**src/rtl/pic_pixel_fetch.sv**
```systemverilog
// Pixel source stage feeding vga_ctrl.
// A two-stage pipeline applies a bouncing horizontal scroll offset, addresses the
// external RGB444 image ROM and widens its word to RGB888 by nibble duplication.
// The offset only moves at end of frame, so the image never tears mid-frame.
module pic_pixel_fetch #(
    parameter int H_ACTIVE    = 640,
    parameter int V_ACTIVE    = 480,
    parameter int SCROLL_STEP = 1,
    parameter int X_MAX       = 639
) (
    input  logic        clk,
    input  logic        reset,
    input  logic        pix_en,
    input  logic [9:0]  h_addr,
    input  logic [9:0]  v_addr,
    input  logic        valid_in,
    input  logic        scroll_en,
    output logic [18:0] rom_addr,
    input  logic [11:0] rom_q,
    output logic [23:0] data,
    output logic        data_valid,
    output logic [9:0]  x_off,
    output logic [7:0]  frame_cnt
);

    localparam logic [10:0] H_ACT11 = 11'(H_ACTIVE);
    localparam logic [9:0]  H_LAST  = 10'(H_ACTIVE - 1);
    localparam logic [9:0]  V_LAST  = 10'(V_ACTIVE - 1);
    localparam logic [9:0]  STEP10  = 10'(SCROLL_STEP);
    localparam logic [10:0] XMAX11  = 11'(X_MAX);

    typedef enum logic [1:0] {
        ST_HOLD = 2'd0,
        ST_FWD  = 2'd1,
        ST_REV  = 2'd2
    } state_t;

    // Scroll state
    state_t      state_reg, state_next;
    logic        dir_reg, dir_next;          // 0 = forward, 1 = reverse
    logic [9:0]  x_off_reg, x_off_next;
    logic [7:0]  frame_cnt_reg, frame_cnt_next;

    // Pipeline state
    logic [18:0] rom_addr_reg;
    logic        v1_reg;
    logic [23:0] data_reg;
    logic        data_valid_reg;

    // Combinational helpers
    logic [10:0] x_sum;
    logic [9:0]  x_eff;
    logic [10:0] fwd_sum;
    logic [23:0] expanded;
    logic        eof;

    // Each 4-bit colour channel is replicated into both halves of its 8-bit slot,
    // so full-scale 4'hF maps to 8'hFF rather than 8'hF0.
    generate
        for (genvar gi = 0; gi < 3; gi++) begin : g_expand
            assign expanded[gi*8 +: 8] = {rom_q[gi*4 +: 4], rom_q[gi*4 +: 4]};
        end
    endgenerate

    assign eof = pix_en & valid_in & (h_addr == H_LAST) & (v_addr == V_LAST);

    // Column address with the scroll offset, wrapped once into 0..H_ACTIVE-1
    always_comb begin
        x_sum   = {1'b0, h_addr} + {1'b0, x_off_reg};
        x_eff   = (x_sum >= H_ACT11) ? 10'(x_sum - H_ACT11) : x_sum[9:0];
        fwd_sum = {1'b0, x_off_reg} + {1'b0, STEP10};
    end

    // Scroll FSM next state: everything changes only on the end-of-frame strobe
    always_comb begin
        state_next     = state_reg;
        dir_next       = dir_reg;
        x_off_next     = x_off_reg;
        frame_cnt_next = frame_cnt_reg;
        if (eof) begin
            frame_cnt_next = frame_cnt_reg + 8'd1;
            case (state_reg)
                ST_HOLD: begin
                    // Resuming does not move the offset; motion starts next frame.
                    if (scroll_en) begin
                        state_next = dir_reg ? ST_REV : ST_FWD;
                    end
                end
                ST_FWD: begin
                    if (!scroll_en) begin
                        state_next = ST_HOLD;
                    end else if (fwd_sum > XMAX11) begin
                        x_off_next = x_off_reg - STEP10;
                        dir_next   = 1'b1;
                        state_next = ST_REV;
                    end else begin
                        x_off_next = fwd_sum[9:0];
                    end
                end
                ST_REV: begin
                    if (!scroll_en) begin
                        state_next = ST_HOLD;
                    end else if (x_off_reg < STEP10) begin
                        x_off_next = x_off_reg + STEP10;
                        dir_next   = 1'b0;
                        state_next = ST_FWD;
                    end else begin
                        x_off_next = x_off_reg - STEP10;
                    end
                end
                default: state_next = ST_HOLD;
            endcase
        end
    end

    // Scroll FSM and frame counter registers
    always_ff @(posedge clk) begin
        if (reset) begin
            state_reg     <= ST_HOLD;
            dir_reg       <= 1'b0;
            x_off_reg     <= 10'd0;
            frame_cnt_reg <= 8'd0;
        end else begin
            state_reg     <= state_next;
            dir_reg       <= dir_next;
            x_off_reg     <= x_off_next;
            frame_cnt_reg <= frame_cnt_next;
        end
    end

    // Two-stage fetch pipeline: address the ROM, then capture and widen its data
    always_ff @(posedge clk) begin
        if (reset) begin
            rom_addr_reg   <= 19'd0;
            v1_reg         <= 1'b0;
            data_reg       <= 24'd0;
            data_valid_reg <= 1'b0;
        end else if (pix_en) begin
            rom_addr_reg   <= {x_eff, v_addr[8:0]};
            v1_reg         <= valid_in;
            data_reg       <= v1_reg ? expanded : 24'd0;
            data_valid_reg <= v1_reg;
        end
    end

    assign rom_addr   = rom_addr_reg;
    assign data       = data_reg;
    assign data_valid = data_valid_reg;
    assign x_off      = x_off_reg;
    assign frame_cnt  = frame_cnt_reg;

endmodule

```
**config.mk**
```make
export PLATFORM = sky130hd
export DESIGN_NAME = pic_pixel_fetch
export DESIGN_NICKNAME = d
export VERILOG_FILES = /design/src/rtl/pic_pixel_fetch.sv
export SDC_FILE = /design/constraint.sdc
export NUM_CORES = 1
export LEC_CHECK = 0
export CAP_MARGIN = 10
export CELL_PAD_IN_SITES_DETAIL_PLACEMENT = 1
export CELL_PAD_IN_SITES_GLOBAL_PLACEMENT = 1
export CORE_ASPECT_RATIO = 1.75
export CORE_MARGIN = 3
export CORE_UTILIZATION = 35
export CTS_CLUSTER_SIZE = 16
export DETAILED_ROUTE_END_ITERATION = 8
export PLACE_DENSITY = 0.83
export SYNTH_ARGS = -nofsm -noshare
export SYNTH_HDL_FRONTEND = slang
export SYNTH_SLANG_ARGS = --single-unit
```
**constraint.sdc**
```tcl
create_clock -name clk -period 3.7 [get_ports clk]
set_input_delay 0.555 -clock clk [delete_from_list [all_inputs] [get_ports clk]]
set_output_delay 0.555 -clock clk [all_outputs]
set_load 0.03 [all_outputs]
```
==> images/layer_met4.png <==
Scale: 4 px per um.
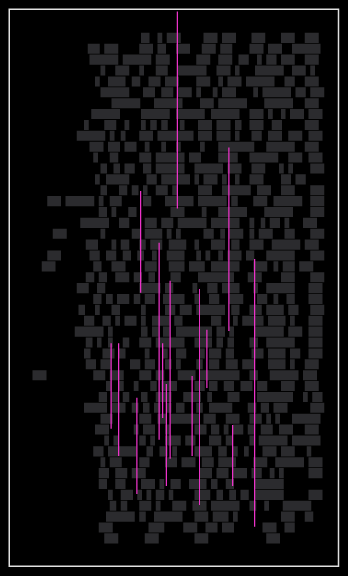
wire length on this layer = 498 um
nets with wire on the layer = 14
share of all routed wire = 4.2%
main direction = vertical

==> images/wires.png <==
Scale: 4 px per um.
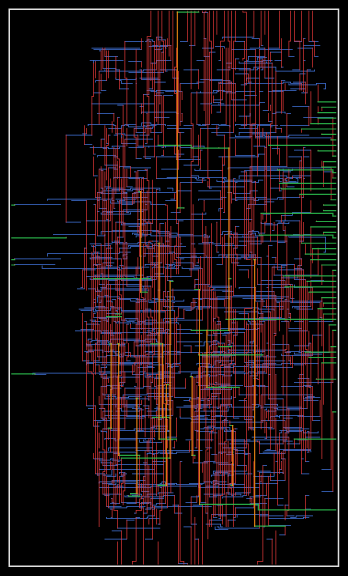
green -> metal 3  # wire length 516 um
blue -> metal 1  # wire length 4,270 um
orange -> metal 4  # wire length 498 um
red -> metal 2  # wire length 6,660 um

==> images/detail.png <==
Region (51, 25) to (71, 45) um. Cells in gray, sequential cells in the stronger gray; small squares are vias.
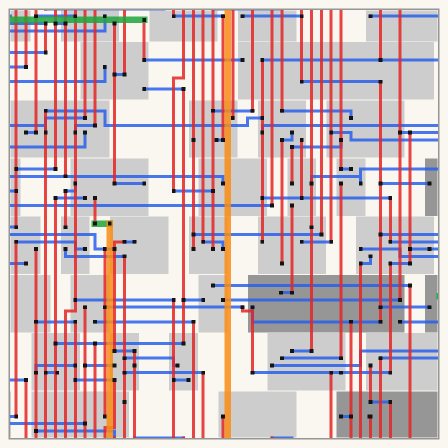
orange -> metal 4
red -> metal 2
green -> metal 3
blue -> metal 1
sequential cells in the window = 2
netlist names of flops here include = rom_addr (2)
cells with their middle in the window = 32
most frequent = nor2_1 (5), mux2i_1 (4), clkdlybuf4s50_1 (3)

==> images/congestion.png <==
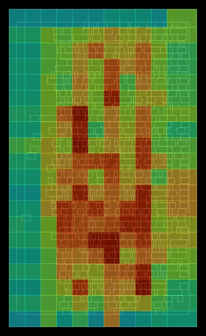
met2 Resource Use GR: 0.406
met3 usage in global routing: 0.0293

==> images/clk_routes.png <==
Scale: 3 px per um.
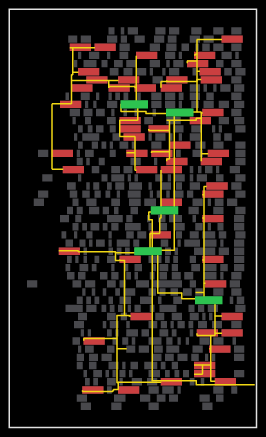
red -> flip-flops  # count 54
yellow -> clock wires  # length 722 um
green -> clock drivers  # count 5
routed clock nets = 6

path summary, 6_finish.rpt:
| check | endpoint | cells after the start |
|---|---|---|
| setup reg to reg | rom_addr[16] | 13 |
| hold reg to reg | rom_addr[0] | 2 |
| hold / removal | rom_addr[0] | 2 |
| setup / recovery | rom_addr[16] | 12 |
where the power goes:
group	switching, W	total (W)	internal [W]
clock	0.000220	0.000493	0.000272
sequential	0.00000955	0.000607	0.000598
combinational	0.000111	0.000206	0.0000954
area by class of cell:
type | instances | area [sq um] | area share
inverter | 12 | 45.0 | 0.00959
timing repair buffer | 108 | 1050 | 0.224
multi-input combinational | 318 | 2210 | 0.471
tap | 122 | 153 | 0.0325
sequential | 54 | 1080 | 0.230
clock inverter | 2 | 16.3 | 0.00346
clock buffer | 6 | 139 | 0.0296
==> run summary <==
Status -> complete, no violations
Max FFs per register -> 19
# Post-CTS Setup Buffers -> 0
Floorplan Utilization -> 0.366
RSZ-0062 raised after global routing -> false
WHS -> 476 ps
Met3 Wirelength -> 515 um
Top non-seq family -> simple AND/OR/NAND/NOR gates
Die ar. -> 11,400 sq um
DR WL/cell -> 19.2 um
Global-route wire length before repair -> 18.8 mm
Detail Placement HPWL -> 9.26 mm
CORE AREA -> 9640 sq um
Most frequent cells in the layout -> 97 x clkdlybuf4s50_1, 68 x nor2_1, 54 x dfxtp_1
DRC -> 0
Seq cells post-synth -> 54
R2R Path Start -> x_off[0]
Synth Area per Inst -> 8.41 sq um
Wirelength, routed -> 11.9 mm
Max FO, Critical Path -> 6
Post-route worst setup slack -> 267 ps
Critical-path cell list -> clkdlybuf4s50_1 -> ha_1 -> and3_1 -> a211o_1 -> o41ai_2 -> xor2_1 -> ha_1 -> inv_1 -> o21ai_0 -> nand3_1 -> mux2i_1 -> a211oi_1
Number of global-route vias before repair -> 3,786
Startpoint class of the critical path -> input port
TritonCTS clock tree -> done
I/O Buffers -> 98
Root Driver -> clkbuf_16
Fin crit period -> 3430 ps
Post-DRT Antenna Nets -> 0
Synth Seq Share -> 0.306
Antenna diodes -> 0
Most frequent cell after synthesis -> nor2_1
HP Start -> rom_addr[0]
Mux share -> 0.0666
Pwr Density -> 278 nW/um^2
Slowest stage cell, crit path -> clkdlybuf4s50_1
H-tree levels -> 2
IO Count -> 99
GRT met1 Usage -> 0.204
Final cell area excluding filler cells -> 4700 sq um
Worst Skew -> 10.3 ps
Crit path capture type -> register
Total congestion overflow -> 0
Overall routing resource usage -> 0.210
TritonCTS buffer count -> 5
Initial antenna violation count -> 0
Top cells by count -> 68 x nor2_1, 54 x dfxtp_1, 20 x nand2_1, 19 x mux2i_1
Worst-path clk slew -> 70 ps
Crit Path Category -> input port to register
# setup viols final -> 0
WL met1 -> 4.27 mm
Clock sink total -> 54
Max-Cap Viols -> 0
Worst slew pin tran -> 663 ps
No activity file was given, so power comes from the tool's default toggle rates.
